`config.mk`:
```
export PLATFORM = sky130hd
export DESIGN_NAME = batchnorm_normalizer
export DESIGN_NICKNAME = d
export VERILOG_FILES = /design/src/rtl/batchnorm_normalizer.sv
export SDC_FILE = /design/constraint.sdc
export NUM_CORES = 2
export LEC_CHECK = 0
export ABC_AREA = 1
export CAP_MARGIN = 20
export CORE_MARGIN = 2
export CORE_UTILIZATION = 45
export DETAILED_ROUTE_END_ITERATION = 8
export GPL_ROUTABILITY_DRIVEN = 0
export PLACE_DENSITY = 0.71
export RECOVER_POWER = 100
export SYNTH_ARGS = -nofsm -noshare
export SYNTH_HDL_FRONTEND = slang
export SYNTH_SLANG_ARGS = --single-unit
```
`constraint.sdc`:
```
create_clock -name clk -period 9.05 [get_ports clk]
set_input_delay 1.81 -clock clk [delete_from_list [all_inputs] [get_ports clk]]
set_output_delay 1.81 -clock clk [all_outputs]
set_load 0.05 [all_outputs]
```
`src/rtl/batchnorm_normalizer.sv`:
```
// rtl/batchnorm_normalizer.sv - batch-norm normalizer: inv_std = 1/sqrt(var+EPS) solver plus y = gamma*(x-mean)*inv_std + beta stream
// Coefficients are recomputed bit-serially in a shadow set, then committed atomically to the active set.
`timescale 1ns/1ps
module batchnorm_normalizer #(
  parameter int WIDTH = 16,
  parameter int FRAC  = 8,
  parameter int EPS   = 1
) (
  input  logic             clk,
  input  logic             rst,
  input  logic             stats_valid,
  input  logic [WIDTH-1:0] mean_in,
  input  logic [WIDTH-1:0] var_in,
  input  logic [WIDTH-1:0] gamma,
  input  logic [WIDTH-1:0] beta,
  input  logic             in_valid,
  output logic             in_ready,
  input  logic [WIDTH-1:0] x_in,
  output logic             out_valid,
  input  logic             out_ready,
  output logic [WIDTH-1:0] y_out,
  output logic             busy,
  output logic             coeff_valid
);

  localparam int SQ_CYC = (WIDTH + FRAC + 2) / 2;
  localparam int DV_CYC = 2 * FRAC + 1;
  localparam int RAD_W  = 2 * SQ_CYC;
  localparam int REM_W  = SQ_CYC + 2;
  localparam int CNT_W  = $clog2(((SQ_CYC > DV_CYC) ? SQ_CYC : DV_CYC) + 1);
  localparam int QW     = (DV_CYC > WIDTH) ? DV_CYC : WIDTH + 1;
  localparam int P_W    = 2 * WIDTH + 2;
  localparam int SW     = P_W + WIDTH + 1;

  localparam logic signed [SW-1:0] Y_MAX = {{(SW-WIDTH+1){1'b0}}, {(WIDTH-1){1'b1}}};
  localparam logic signed [SW-1:0] Y_MIN = {{(SW-WIDTH+1){1'b1}}, {(WIDTH-1){1'b0}}};

  typedef enum logic [2:0] {
    S_IDLE,
    S_SQRT,
    S_DIV,
    S_COMMIT,
    S_READY
  } state_t;

  state_t              state_q;
  logic [CNT_W-1:0]    cnt_q;
  logic [RAD_W-1:0]    rad_q;
  logic [REM_W-1:0]    sq_rem_q;
  logic [SQ_CYC-1:0]   root_q;
  logic [SQ_CYC:0]     dv_rem_q;
  logic [DV_CYC-1:0]   quo_q;
  logic                busy_q;
  logic                coeff_valid_q;

  logic [WIDTH-1:0]    mean_s_q, gamma_s_q, beta_s_q;
  logic [WIDTH-1:0]    mean_a_q, gamma_a_q, beta_a_q, inv_a_q;

  logic [RAD_W-1:0]    rad_init;
  logic [REM_W-1:0]    sq_sh, sq_trial, sq_rem_d;
  logic [SQ_CYC-1:0]   root_d;
  logic [SQ_CYC:0]     dv_sh, dv_rem_d;
  logic [DV_CYC-1:0]   quo_d;
  logic [QW-1:0]       quo_ext;
  logic [WIDTH-1:0]    inv_sat;

  assign rad_init = (RAD_W'(var_in) + RAD_W'(EPS)) << FRAC;

  // One root bit per cycle: r = 4r + next two radicand bits, try subtracting 4y+1.
  always_comb begin
    sq_sh    = {sq_rem_q[REM_W-3:0], rad_q[RAD_W-1 -: 2]};
    sq_trial = {root_q, 2'b01};
    sq_rem_d = sq_sh;
    root_d   = {root_q[SQ_CYC-2:0], 1'b0};
    if (sq_sh >= sq_trial) begin
      sq_rem_d = sq_sh - sq_trial;
      root_d   = {root_q[SQ_CYC-2:0], 1'b1};
    end
  end

  // Restoring division of 2^(2*FRAC) by the root; the dividend's only set bit enters first.
  always_comb begin
    dv_sh    = {dv_rem_q[SQ_CYC-1:0], (cnt_q == '0)};
    dv_rem_d = dv_sh;
    quo_d    = {quo_q[DV_CYC-2:0], 1'b0};
    if (dv_sh >= {1'b0, root_q}) begin
      dv_rem_d = dv_sh - {1'b0, root_q};
      quo_d    = {quo_q[DV_CYC-2:0], 1'b1};
    end
  end

  always_comb begin
    quo_ext = QW'(quo_q);
    inv_sat = (quo_ext > QW'({WIDTH{1'b1}})) ? {WIDTH{1'b1}} : quo_ext[WIDTH-1:0];
  end

  always_ff @(posedge clk) begin
    if (rst) begin
      state_q       <= S_IDLE;
      cnt_q         <= '0;
      rad_q         <= '0;
      sq_rem_q      <= '0;
      root_q        <= '0;
      dv_rem_q      <= '0;
      quo_q         <= '0;
      busy_q        <= 1'b0;
      coeff_valid_q <= 1'b0;
      mean_s_q      <= '0;
      gamma_s_q     <= '0;
      beta_s_q      <= '0;
      mean_a_q      <= '0;
      gamma_a_q     <= '0;
      beta_a_q      <= '0;
      inv_a_q       <= '0;
    end else if (stats_valid) begin
      state_q       <= S_SQRT;
      cnt_q         <= '0;
      rad_q         <= rad_init;
      sq_rem_q      <= '0;
      root_q        <= '0;
      mean_s_q      <= mean_in;
      gamma_s_q     <= gamma;
      beta_s_q      <= beta;
      busy_q        <= 1'b1;
      coeff_valid_q <= 1'b0;
    end else begin
      case (state_q)
        S_SQRT: begin
          rad_q    <= rad_q << 2;
          sq_rem_q <= sq_rem_d;
          root_q   <= root_d;
          if (cnt_q == CNT_W'(SQ_CYC - 1)) begin
            state_q  <= S_DIV;
            cnt_q    <= '0;
            dv_rem_q <= '0;
            quo_q    <= '0;
          end else begin
            cnt_q <= cnt_q + 1'b1;
          end
        end
        S_DIV: begin
          dv_rem_q <= dv_rem_d;
          quo_q    <= quo_d;
          if (cnt_q == CNT_W'(DV_CYC - 1)) begin
            state_q <= S_COMMIT;
          end else begin
            cnt_q <= cnt_q + 1'b1;
          end
        end
        S_COMMIT: begin
          mean_a_q      <= mean_s_q;
          gamma_a_q     <= gamma_s_q;
          beta_a_q      <= beta_s_q;
          inv_a_q       <= inv_sat;
          coeff_valid_q <= 1'b1;
          busy_q        <= 1'b0;
          state_q       <= S_READY;
        end
        default: ;
      endcase
    end
  end

  assign busy        = busy_q;
  assign coeff_valid = coeff_valid_q;

  logic                    en, accept;
  logic                    v0_q, v1_q, out_valid_q;
  logic [WIDTH-1:0]        x_q, y_q;
  logic signed [P_W-1:0]   p_q;

  logic signed [WIDTH:0]   d_s;
  logic signed [P_W-1:0]   prod1, p_d;
  logic signed [SW-1:0]    prod2, q_s, sum_s;
  logic [WIDTH-1:0]        y_d;

  assign en       = !out_valid_q || out_ready;
  assign in_ready = coeff_valid_q && en;
  assign accept   = in_valid && in_ready;

  always_comb begin
    d_s   = $signed({1'b0, x_q}) - $signed({1'b0, mean_a_q});
    prod1 = P_W'(d_s) * P_W'($signed({1'b0, inv_a_q}));
    p_d   = prod1 >>> FRAC;
    prod2 = SW'(p_q) * SW'($signed(gamma_a_q));
    q_s   = prod2 >>> FRAC;
    sum_s = q_s + SW'($signed(beta_a_q));
    y_d   = sum_s[WIDTH-1:0];
    if (sum_s > Y_MAX) begin
      y_d = Y_MAX[WIDTH-1:0];
    end else if (sum_s < Y_MIN) begin
      y_d = Y_MIN[WIDTH-1:0];
    end
  end

  // Whole pipeline advances on one enable so a stalled output freezes every stage in lockstep.
  always_ff @(posedge clk) begin
    if (rst) begin
      v0_q        <= 1'b0;
      v1_q        <= 1'b0;
      out_valid_q <= 1'b0;
      x_q         <= '0;
      p_q         <= '0;
      y_q         <= '0;
    end else if (en) begin
      v0_q        <= accept;
      v1_q        <= v0_q;
      out_valid_q <= v1_q;
      if (accept) x_q <= x_in;
      if (v0_q)   p_q <= p_d;
      if (v1_q)   y_q <= y_d;
    end
  end

  assign out_valid = out_valid_q;
  assign y_out     = y_q;

endmodule

```
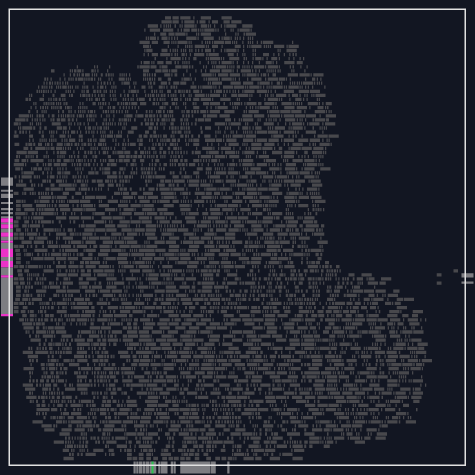
Fig. 1. I/O pins on the die edge.
(1.5 px per um) Pins as bars across the die edge, other pins in grey.
- magenta: `beta` (pins 16; direction input; edge left)
- green: `out_valid` (pins 1; direction output; edge bottom)
die extent in x: 303 um
count of input and output buffers: 104

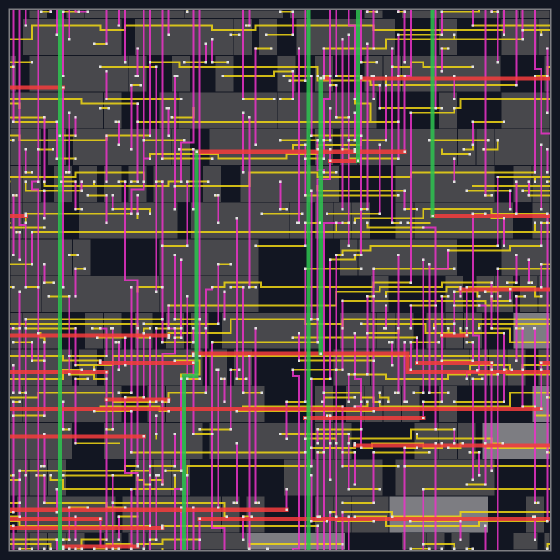
Fig. 2. Zoomed window.
Region (132, 132) to (172, 172) um. Cells in grey, sequential cells in the stronger grey; small squares are vias.
- green: M4
- magenta: M2
- yellow: M1
- red: M3
- most frequent: inv_1 (41), nand2_1 (39), fa_1 (35)
- sequential cells in the window: 2
- netlist names of flops here include: `gamma_a_q` (1), `gamma_s_q` (1)
- cells with their middle in the window: 130

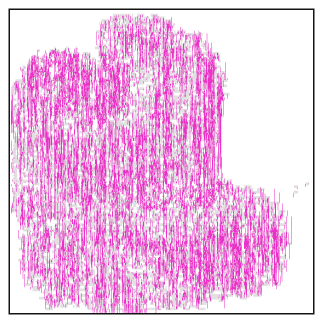
Fig. 3. M2 wires.
(1 px per um)
- main direction: vertical
- nets with wire on the layer: 5,281
- share of all routed wire: 47%
- wire length on this layer: 49.3 mm
final WL: 106,000 um
met2 layer usage reported by global route: 39.8%
Via Count: 34.0k

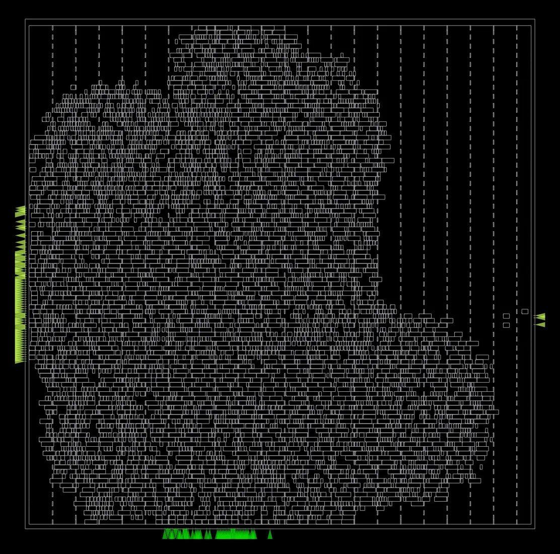
Fig. 4. Cell placement.
flop count: 257
cell row count: 109
Seq/total area: 11.9%
utilization of the core after routing: 49.1%

==> impl_results.html <==
<p>Metrics extracted from the flow reports.</p>
<table>
<tr><th>Metric</th><th>Value</th></tr>
<tr><th colspan="2">Finish</th></tr>
<tr><td>Register cell area after layout</td><td>0.00516 mm^2</td></tr>
<tr><td>Layout buffer count excluding clock buffers</td><td>172</td></tr>
<tr><td>Register name with the most flops</td><td>p_q</td></tr>
<tr><td>Layout fillers</td><td>8,559</td></tr>
<tr><td>Final antenna diode count</td><td>0</td></tr>
<tr><td>Combinational cell area excluding buffers and inverters</td><td>0.0293 mm^2</td></tr>
<tr><th colspan="2">Run status</th></tr>
<tr><td>Run status</td><td>finished with violations</td></tr>
<tr><td>Failing checks</td><td>capacitance limit, slew limit</td></tr>
<tr><th colspan="2">Global routing</th></tr>
<tr><td>Met3 layer usage reported by global route</td><td>3.92%</td></tr>
<tr><td>Most heavily used metal layer in global routing</td><td>met2</td></tr>
<tr><td>Global-route wire length before repair</td><td>178,000 um</td></tr>
<tr><td>Overflow left after global routing</td><td>0</td></tr>
<tr><th colspan="2">Critical path</th></tr>
<tr><td>Data required time at the worst endpoint</td><td>9.32 ns</td></tr>
<tr><td>Crit end category</td><td>register</td></tr>
<tr><td>Data arrival time of the worst path</td><td>8.87 ns</td></tr>
<tr><td>Kind of launch point of the worst setup path</td><td>register</td></tr>
<tr><th colspan="2">Synthesis</th></tr>
<tr><td>Ys cells</td><td>5,412</td></tr>
<tr><td>Synth unique cells</td><td>52</td></tr>
<tr><td>Top flip-flop cell by instance count after synthesis</td><td>sky130_fd_sc_hd__dfxtp_1</td></tr>
<tr><td>Top-area cell share</td><td>33.9%</td></tr>
<tr><th colspan="2">Drt</th></tr>
<tr><td>Highest routed metal layer</td><td>met5</td></tr>
<tr><td>Detail Route Antenna Nets</td><td>0</td></tr>
<tr><th colspan="2">Job</th></tr>
<tr><td>Total of max-cap violations</td><td>5</td></tr>
<tr><th colspan="2">Clocking</th></tr>
<tr><td>Clock transition at the registers of the reported paths</td><td>0.06 ns</td></tr>
<tr><td>TritonCTS buffer count</td><td>30</td></tr>
<tr><td>Clock buffer depth</td><td>3</td></tr>
<tr><th colspan="2">STA</th></tr>
<tr><td>Count of final max-slew check failures</td><td>396</td></tr>
<tr><td>Total negative slack</td><td>0 ns</td></tr>
<tr><td>Max Freq</td><td>116 MHz</td></tr>
<tr><td>Share of the clock period used by the worst path after layout</td><td>95.0%</td></tr>
<tr><td>Hold Vio Cnt, Final</td><td>0</td></tr>
<tr><th colspan="2">Die</th></tr>
<tr><td>Taps Inserted</td><td>1,165</td></tr>
<tr><th colspan="2">Pwr</th></tr>
<tr><td>Combinational power</td><td>539 uW</td></tr>
<tr><td>Pint</td><td>2.09 mW</td></tr>
<tr><td>Power Dens Cells</td><td>68.6 mW/mm^2</td></tr>
<tr><th colspan="2">Placed design</th></tr>
<tr><td>Area after detailed placement</td><td>0.0424 mm^2</td></tr>
<tr><td>Post-detailed-placement half-perimeter wirelength</td><td>86,600 um</td></tr>
<tr><th colspan="2">Hold path</th></tr>
<tr><td>Endpoint, Worst Hold</td><td>gamma_a_q[13]</td></tr>
</table>
Power is estimated from default activity; no workload was simulated.
